==> images/ff_map.png <==
Other sequential cells in the stronger grey, the rest of the logic in the fainter grey.
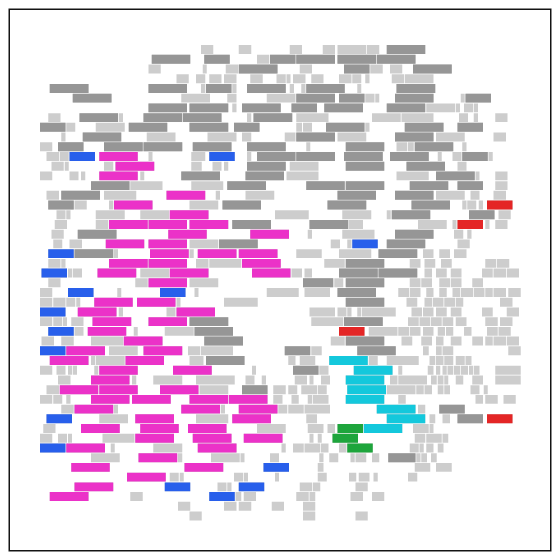
==> images/congestion_map.png <==
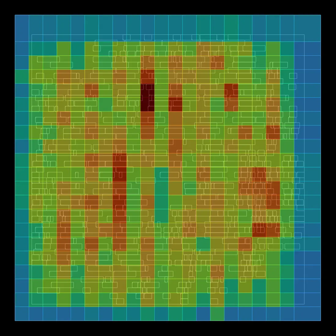
==> images/m3.png <==
The bar under the picture is 50 um long.
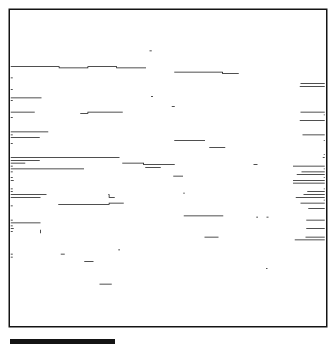
==> images/gates.png <==
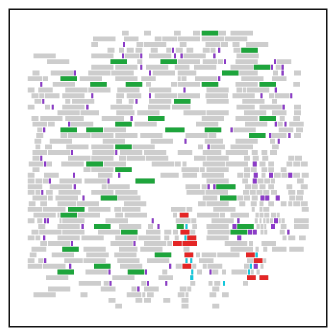
===== config.mk =====
export PLATFORM = sky130hd
export DESIGN_NAME = regfile_wb_ctrl
export DESIGN_NICKNAME = d
export VERILOG_FILES = /design/src/rtl/regfile_wb_ctrl_pkg.sv /design/src/rtl/regfile_wb_ctrl_fifo.sv /design/src/rtl/regfile_wb_ctrl.sv
export SDC_FILE = /design/constraint.sdc
export NUM_CORES = 1
export LEC_CHECK = 0
export CAP_MARGIN = 20
export CORE_MARGIN = 8
export CORE_UTILIZATION = 44
export CTS_CLUSTER_DIAMETER = 120
export DETAILED_ROUTE_END_ITERATION = 6
export PLACE_DENSITY = 0.65
export SYNTH_ARGS = -nofsm -noshare
export SYNTH_HDL_FRONTEND = slang
export SYNTH_SLANG_ARGS = --single-unit
export TNS_END_PERCENT = 10

===== constraint.sdc =====
create_clock -name clk -period 3.6 [get_ports clk]
set_input_delay 0.72 -clock clk [delete_from_list [all_inputs] [get_ports clk]]
set_output_delay 0.72 -clock clk [all_outputs]
set_load 0.05 [all_outputs]

===== src/rtl/regfile_wb_ctrl_pkg.sv =====
// Shared encodings for the register-file write-back path: write-bus kinds,
// the R15 index and the issue FSM states.
package regfile_wb_ctrl_pkg;

  localparam logic [1:0] WB_NONE     = 2'b00;
  localparam logic [1:0] WB_DEST     = 2'b01;
  localparam logic [1:0] WB_DEST_R15 = 2'b10;

  localparam logic [3:0] R15_IDX = 4'hF;

  typedef enum logic [1:0] {
    ST_IDLE  = 2'd0,
    ST_ISSUE = 2'd1,
    ST_HOLD  = 2'd2
  } wb_state_e;

  // Only kinds 01 and 10 produce a register-file write; 00 and 11 are dropped.
  function automatic logic kind_writes(input logic [1:0] kind);
    return (kind == WB_DEST) || (kind == WB_DEST_R15);
  endfunction

endpackage


===== src/rtl/regfile_wb_ctrl_fifo.sv =====
// Pending-write FIFO with occupancy count; exposes every slot's dest/kind and
// a validity mask so the owner can compare against all queued writes.
module wb_fifo
  import regfile_wb_ctrl_pkg::*;
#(
  parameter int DEPTH = 4,
  parameter int DW    = 16,
  parameter int AW    = 4
) (
  input  logic                          clk,
  input  logic                          rst,
  input  logic                          push_i,
  input  logic                          pop_i,
  input  logic [AW-1:0]                 dest_i,
  input  logic [1:0]                    kind_i,
  input  logic [DW-1:0]                 data_i,
  input  logic [DW-1:0]                 r15_i,
  output logic [AW-1:0]                 dest_o,
  output logic [1:0]                    kind_o,
  output logic [DW-1:0]                 data_o,
  output logic [DW-1:0]                 r15_o,
  output logic [$clog2(DEPTH):0]        count_o,
  output logic [DEPTH-1:0][AW-1:0]      ent_dest_o,
  output logic [DEPTH-1:0][1:0]         ent_kind_o,
  output logic [DEPTH-1:0]              ent_vld_o
);

  localparam int PW = $clog2(DEPTH);
  localparam int CW = PW + 1;

  logic [DEPTH-1:0][AW-1:0] dest_q;
  logic [DEPTH-1:0][1:0]    kind_q;
  logic [DEPTH-1:0][DW-1:0] data_q;
  logic [DEPTH-1:0][DW-1:0] r15_q;
  logic [PW-1:0]            wr_ptr_q;
  logic [PW-1:0]            rd_ptr_q;
  logic [CW-1:0]            count_q;
  logic                     push_ok;
  logic                     pop_ok;

  assign push_ok = push_i && (count_q != CW'(DEPTH));
  assign pop_ok  = pop_i && (count_q != '0);

  always_ff @(posedge clk) begin
    if (!rst) begin
      wr_ptr_q <= '0;
      rd_ptr_q <= '0;
      count_q  <= '0;
    end else begin
      if (push_ok) wr_ptr_q <= wr_ptr_q + 1'b1;
      if (pop_ok)  rd_ptr_q <= rd_ptr_q + 1'b1;
      count_q <= count_q + CW'(push_ok) - CW'(pop_ok);
    end
  end

  // Payload storage carries no reset: validity comes from pointers and count.
  always_ff @(posedge clk) begin
    if (push_ok) begin
      dest_q[wr_ptr_q] <= dest_i;
      kind_q[wr_ptr_q] <= kind_i;
      data_q[wr_ptr_q] <= data_i;
      r15_q[wr_ptr_q]  <= r15_i;
    end
  end

  assign dest_o  = dest_q[rd_ptr_q];
  assign kind_o  = kind_q[rd_ptr_q];
  assign data_o  = data_q[rd_ptr_q];
  assign r15_o   = r15_q[rd_ptr_q];
  assign count_o = count_q;

  assign ent_dest_o = dest_q;
  assign ent_kind_o = kind_q;

  // A slot is live when its distance from the read pointer is below count.
  for (genvar g = 0; g < DEPTH; g++) begin : g_vld
    assign ent_vld_o[g] = ({1'b0, PW'(g) - rd_ptr_q}) < count_q;
  end

endmodule


===== src/rtl/regfile_wb_ctrl.sv =====
// Register-file write-back controller: buffers execute results, issues one
// registered write per cycle and flags read-after-write hazards for decode.
module regfile_wb_ctrl
  import regfile_wb_ctrl_pkg::*;
#(
  parameter int DEPTH = 4,
  parameter int DW    = 16,
  parameter int AW    = 4
) (
  input  logic                   clk,
  input  logic                   rst,
  input  logic                   in_valid,
  output logic                   in_ready,
  input  logic [AW-1:0]          in_dest,
  input  logic [DW-1:0]          in_data,
  input  logic [DW-1:0]          in_r15,
  input  logic [1:0]             in_kind,
  input  logic                   wb_hold,
  input  logic [AW-1:0]          chk_reg1,
  input  logic [AW-1:0]          chk_reg2,
  output logic                   hazard1,
  output logic                   hazard2,
  output logic [AW-1:0]          WriteReg,
  output logic [DW-1:0]          WriteData,
  output logic [DW-1:0]          WriteR15,
  output logic [1:0]             RegWrite,
  output logic [$clog2(DEPTH):0] count
);

  localparam int CW = $clog2(DEPTH) + 1;
  localparam logic [AW-1:0] R15 = AW'(R15_IDX);

  wb_state_e           state_q;
  logic [1:0]          regwrite_q;
  logic [AW-1:0]       wreg_q;
  logic [DW-1:0]       wdata_q;
  logic [DW-1:0]       wr15_q;

  logic [AW-1:0]            head_dest;
  logic [1:0]               head_kind;
  logic [DW-1:0]            head_data;
  logic [DW-1:0]            head_r15;
  logic [CW-1:0]            fifo_count;
  logic [CW-1:0]            count_d;
  logic [DEPTH-1:0][AW-1:0] ent_dest;
  logic [DEPTH-1:0][1:0]    ent_kind;
  logic [DEPTH-1:0]         ent_vld;
  logic                     push;
  logic                     pop;

  assign in_ready = (fifo_count < CW'(DEPTH));
  assign push     = in_valid && in_ready && kind_writes(in_kind);
  // Registered count gates pop, so an entry pushed this edge waits one cycle.
  assign pop      = (fifo_count != '0) && !wb_hold;
  assign count_d  = fifo_count + CW'(push) - CW'(pop);
  assign count    = fifo_count;

  wb_fifo #(
    .DEPTH(DEPTH),
    .DW   (DW),
    .AW   (AW)
  ) u_fifo (
    .clk       (clk),
    .rst       (rst),
    .push_i    (push),
    .pop_i     (pop),
    .dest_i    (in_dest),
    .kind_i    (in_kind),
    .data_i    (in_data),
    .r15_i     (in_r15),
    .dest_o    (head_dest),
    .kind_o    (head_kind),
    .data_o    (head_data),
    .r15_o     (head_r15),
    .count_o   (fifo_count),
    .ent_dest_o(ent_dest),
    .ent_kind_o(ent_kind),
    .ent_vld_o (ent_vld)
  );

  always_ff @(posedge clk) begin
    if (!rst) begin
      state_q    <= ST_IDLE;
      regwrite_q <= WB_NONE;
      wreg_q     <= '0;
      wdata_q    <= '0;
      wr15_q     <= '0;
    end else begin
      if (pop) begin
        regwrite_q <= head_kind;
        wreg_q     <= head_dest;
        wdata_q    <= head_data;
        wr15_q     <= head_r15;
      end else begin
        regwrite_q <= WB_NONE;
      end

      case (state_q)
        ST_IDLE: begin
          if (fifo_count != '0) state_q <= wb_hold ? ST_HOLD : ST_ISSUE;
        end
        ST_ISSUE: begin
          if (wb_hold)              state_q <= ST_HOLD;
          else if (count_d == '0)   state_q <= ST_IDLE;
        end
        ST_HOLD: begin
          if (!wb_hold) state_q <= (fifo_count != '0) ? ST_ISSUE : ST_IDLE;
        end
        default: state_q <= ST_IDLE;
      endcase
    end
  end

  assign RegWrite  = regwrite_q;
  assign WriteReg  = wreg_q;
  assign WriteData = wdata_q;
  assign WriteR15  = wr15_q;

  // Pending writes are every live FIFO slot plus the entry on the bus, whose
  // commit happens on the next edge; kind 10 also claims R15.
  always_comb begin
    hazard1 = 1'b0;
    hazard2 = 1'b0;
    for (int i = 0; i < DEPTH; i++) begin
      if (ent_vld[i]) begin
        if ((ent_dest[i] == chk_reg1) ||
            ((chk_reg1 == R15) && (ent_kind[i] == WB_DEST_R15))) hazard1 = 1'b1;
        if ((ent_dest[i] == chk_reg2) ||
            ((chk_reg2 == R15) && (ent_kind[i] == WB_DEST_R15))) hazard2 = 1'b1;
      end
    end
    if (regwrite_q != WB_NONE) begin
      if ((wreg_q == chk_reg1) ||
          ((chk_reg1 == R15) && (regwrite_q == WB_DEST_R15))) hazard1 = 1'b1;
      if ((wreg_q == chk_reg2) ||
          ((chk_reg2 == R15) && (regwrite_q == WB_DEST_R15))) hazard2 = 1'b1;
    end
  end

endmodule


==> impl_metrics.yaml <==
# synthesis and place-and-route metrics
placement:
  placed_area_um2: 9180
  numPortBuffers: 93
  dp_hpwl_um: 10400
  post-place-cells: 805
  gp_congestion: 0.898
logic_synthesis:
  synth_seq_share_pct: 68.0
  ys_ff: 197
  async_flop_share_pct: 0
  synth_warnings: 0
  top_area_cell: "edfxtp_1"
  synth_cell_type_count: 32
  synth_stat.cells: 505
  yosys-top-cells-area: "edfxtp_1 (57%), dfxtp_1 (11%), mux4_2 (9.8%)"
  syn_nets: 566
  yosys_area_um2: 8040
  synth_dominant_cell_count: "edfxtp_1"
  top_area_share_pct: 56.8
  top_cells_by_count: "edfxtp_1 (152), nand2_1 (73), dfxtp_1 (45), mux4_2 (35), a21boi_1 (33)"
  synth_area_um2: 8040
  synthCells: 505
  synth-edff-count: 152
  ff_type: "edfxtp_1"
  avgSynthCellArea_um2: 15.9
critical_path:
  endpoint_kind: "output pin"
  crit_path_cell_trace: "clkdlybuf4s50_1 -> xor2_1 -> nor4_1 -> o22ai_1 -> a21boi_0 -> nand4_1 -> buf_12"
  critPathKind: "primary input to output pin"
  path_depth: 7
  ff2ff_path_depth: 11
  cp-start-kind: "primary input"
  critPathSlowestCell: "clkdlybuf4s50_1"
  cp_num_buf_inv: 2
  slowest_delay_ps: 570
  worst-endpoint-arrival_ps: 2380
  crit_family: "buffers and inverters"
  required_ps: 2880
  crit_fanout: 6
cells_and_area:
  logic_area_um2: 2340
  layout.cells.non_filler: 837
  drive_gt1_share_pct: 14.1
  antennaDiodeCount: 0
  final.fill_count: 1434
  seq_area_um2: 5470
  postLayoutCellArea_um2: 9760
  layout.nets: 656
  syn_to_final_growth_pct: 21.4
final_timing:
  tightest_slew_ps: 818
  hold_violations: 0
  hold_slack_ps: 454
  max_freq_mhz: 323
  min_period_ps: 3100
  rsz0062_at_grt: "no"
  finalSetupViolCount: 0
  final.setup.tns_ps: 0
  maxSlewViolCount: 0
  fin_skew_ps: 14.6
  worst_slew_margin_rel_pct: 45.5
  post-route-period-util_pct: 86.0
clock_tree:
  cts_tree: "yes"
  cts.sinks: 197
  root_buffer: "clkbuf_16"
  cts-buffers-inserted: 17
  post_cts_buffers: 0
  htree_levels: 4
  postCtsHoldBufs: 0
  ctsResizeCount: 0
  insertion_delay_ps: 430
  clockBufferDepth: 2
  clk_pin_slew_worst_paths_ps: 70
route:
  first_pass_iters: 4
  vias: 4398
  drtIter0Drc: 320
  antenna_left: 0
  wl_um: 16400
  route.detailed.drc: 0
  vias_per_cell: 5.25
power_and_ir_drop:
  power_frac_seq_pct: 42.8
  internal_power_uw: 4400
  p_clk_share_pct: 28.2
  sw_frac_of_total_pct: 32.4
  power_uw: 6510
  switchingPower_uw: 2110
  vdd_drop_max_mv: 0.365
  static-leakage-power_uw: 0.00319
  pwr-share-comb_pct: 29.0
  cellPowerDensity_nw_per_um2: 667
grt:
  grt_max_degree: 46
  antenna_found_initial: 0
  grt.overflow.total: 0
  grt_pass1_wl_um: 25600
  grt_pass1_vias: 4755
die:
  die_x_um: 151
  fp_util_pct: 44.7
  num_rows: 49
  core_area_um2: 18000
  chip_area_um2: 22800
  io_pins: 94
  die_y_um: 151
run_status:
  status: "finished clean"
worst_hold_path:
  hold-path-cell-count: 2
  hold_class: "flop to flop"
job:
  cap_violations: 0
  log.warning_count: 30
Notes on ff_map.png above:
- `WriteReg`: red (flops 4; where east)
- `u_fifo.ent_kind_o`: cyan (flops 8)
- `u_fifo.count_o`: green (flops 3)
- `WriteR15`: blue (flops 16)
- `u_fifo.r15_q`: magenta (flops 64)
- not coloured: 102

Notes on congestion_map.png above:
WL/cell: 19.6 um
M2 GR Usage: 24.6%
most used routing layer: met2
GR Util All Layers: 14.9%
fin util: 54.3%

Notes on m3.png above:
- share of all routed wire: 4.2%
- main direction: horizontal
- wire length on this layer: 696 um
- nets with wire on the layer: 66

Notes on gates.png above:
- mux cells: green (cells 39; most used mux4_2)
- inv cells: cyan (cells 10; most used inv_1; where south)
- nand cells: purple (cells 88; most used nand2_1; where all over the die)
- fa/ha/maj cells: red (cells 11; most used ha_1; where south)

-- routing by layer --
| metal | up-vias | track usage [%] | wire length [um] |
|---|---|---|---|
| li1 | 2051 | - | - |
| met1 | 2233 | 18.6 | 7430 |
| met2 | 92 | 24.6 | 8010 |
| met3 | 22 | 3.91 | 696 |
| met4 | 0 | 5.39 | 269 |
| met5 | - | 0 | 0 |
-- worst reg2reg max path, stage by stage (launching register included) --
cell and delay (ps):
dfxtp_1 510, nor3_1 80, or2_2 300, clkinv_2 60
ha_1 210, inv_1 50, ha_1 130, inv_1 50
fa_1 380, xnor2_1 150, xnor2_1 130, and2_1 160
-- cells by family (layout without fill, tap and decap cells) --
logic type	count (synthesis)	count (layout)	synth area share [%]
AOI/OAI and AO/OA	57	57	4.78
xor gates and xnor gates	47	47	5.12
adders and majority gates	11	11	1.81
buffers and inverters	41	144	3.00
DFF	197	197	68.0
muxes	39	39	10.9
and+or+nand+nor	113	113	6.38
-- layout by cell type, fill, tap and decap left out, drive strengths merged, types with 10 or more instances in the layout --
cell,count
buf,12
clkbuf,18
edfxtp,152
nand4,10
a21boi,38
clkdlybuf4s50,90
xnor2,30
nand2,73
xor2,17
mux4,38
o21ai,14
dfxtp,45
inv,14
ha,10
-- power by group through the flow --
stage / Combinational [uW] / Clock (uW) / Sequential, uW
after floorplan: 1020 / 0 / 3190
after global placement: 1890 / 0 / 2830
after detailed placement: 1920 / 0 / 2840
after CTS: 1930 / 1870 / 2790
after global routing: 2030 / 1950 / 2820
final: 1890 / 1830 / 2790
-- layout make-up --
class                      instances  share of cell area (%)
clock buffer                      18                    4.40
clock inverter                    14                    1.50
inverter                          10                   0.397
multi-input combinational        267                    23.9
sequential                       197                    56.1
tap                              229                    2.94
timing repair buffer             102                    10.8
-- sequential cells by signal, summed over array words and instances, names as in the netlist --
name,count
u_fifo.data_q,64
u_fifo.r15_q,64
WriteData,16
WriteR15,16
u_fifo.ent_dest_o,16
u_fifo.ent_kind_o,8
WriteReg,4
u_fifo.count_o,3
RegWrite,2
u_fifo.rd_ptr_q,2
u_fifo.wr_ptr_q,2
-- metrics by stage --
step,setup WS [ps],utilization [%]
after floorplan,734,-
after global placement,500,51.1
after detailed placement,511,51.1
after CTS,508,54.3
after global routing,392,54.3
final,504,54.3
-- worst paths after layout --
kind	end	from	slack, ps
hold / removal	WriteData[10]	WriteData[10]	450
setup reg to reg	u_fifo.count_o[2]	u_fifo.count_o[2]	1280
setup / recovery	hazard2	chk_reg2[1]	500
hold reg to reg	WriteData[10]	WriteData[10]	450
No activity file was given, so power comes from the tool's default toggle rates.
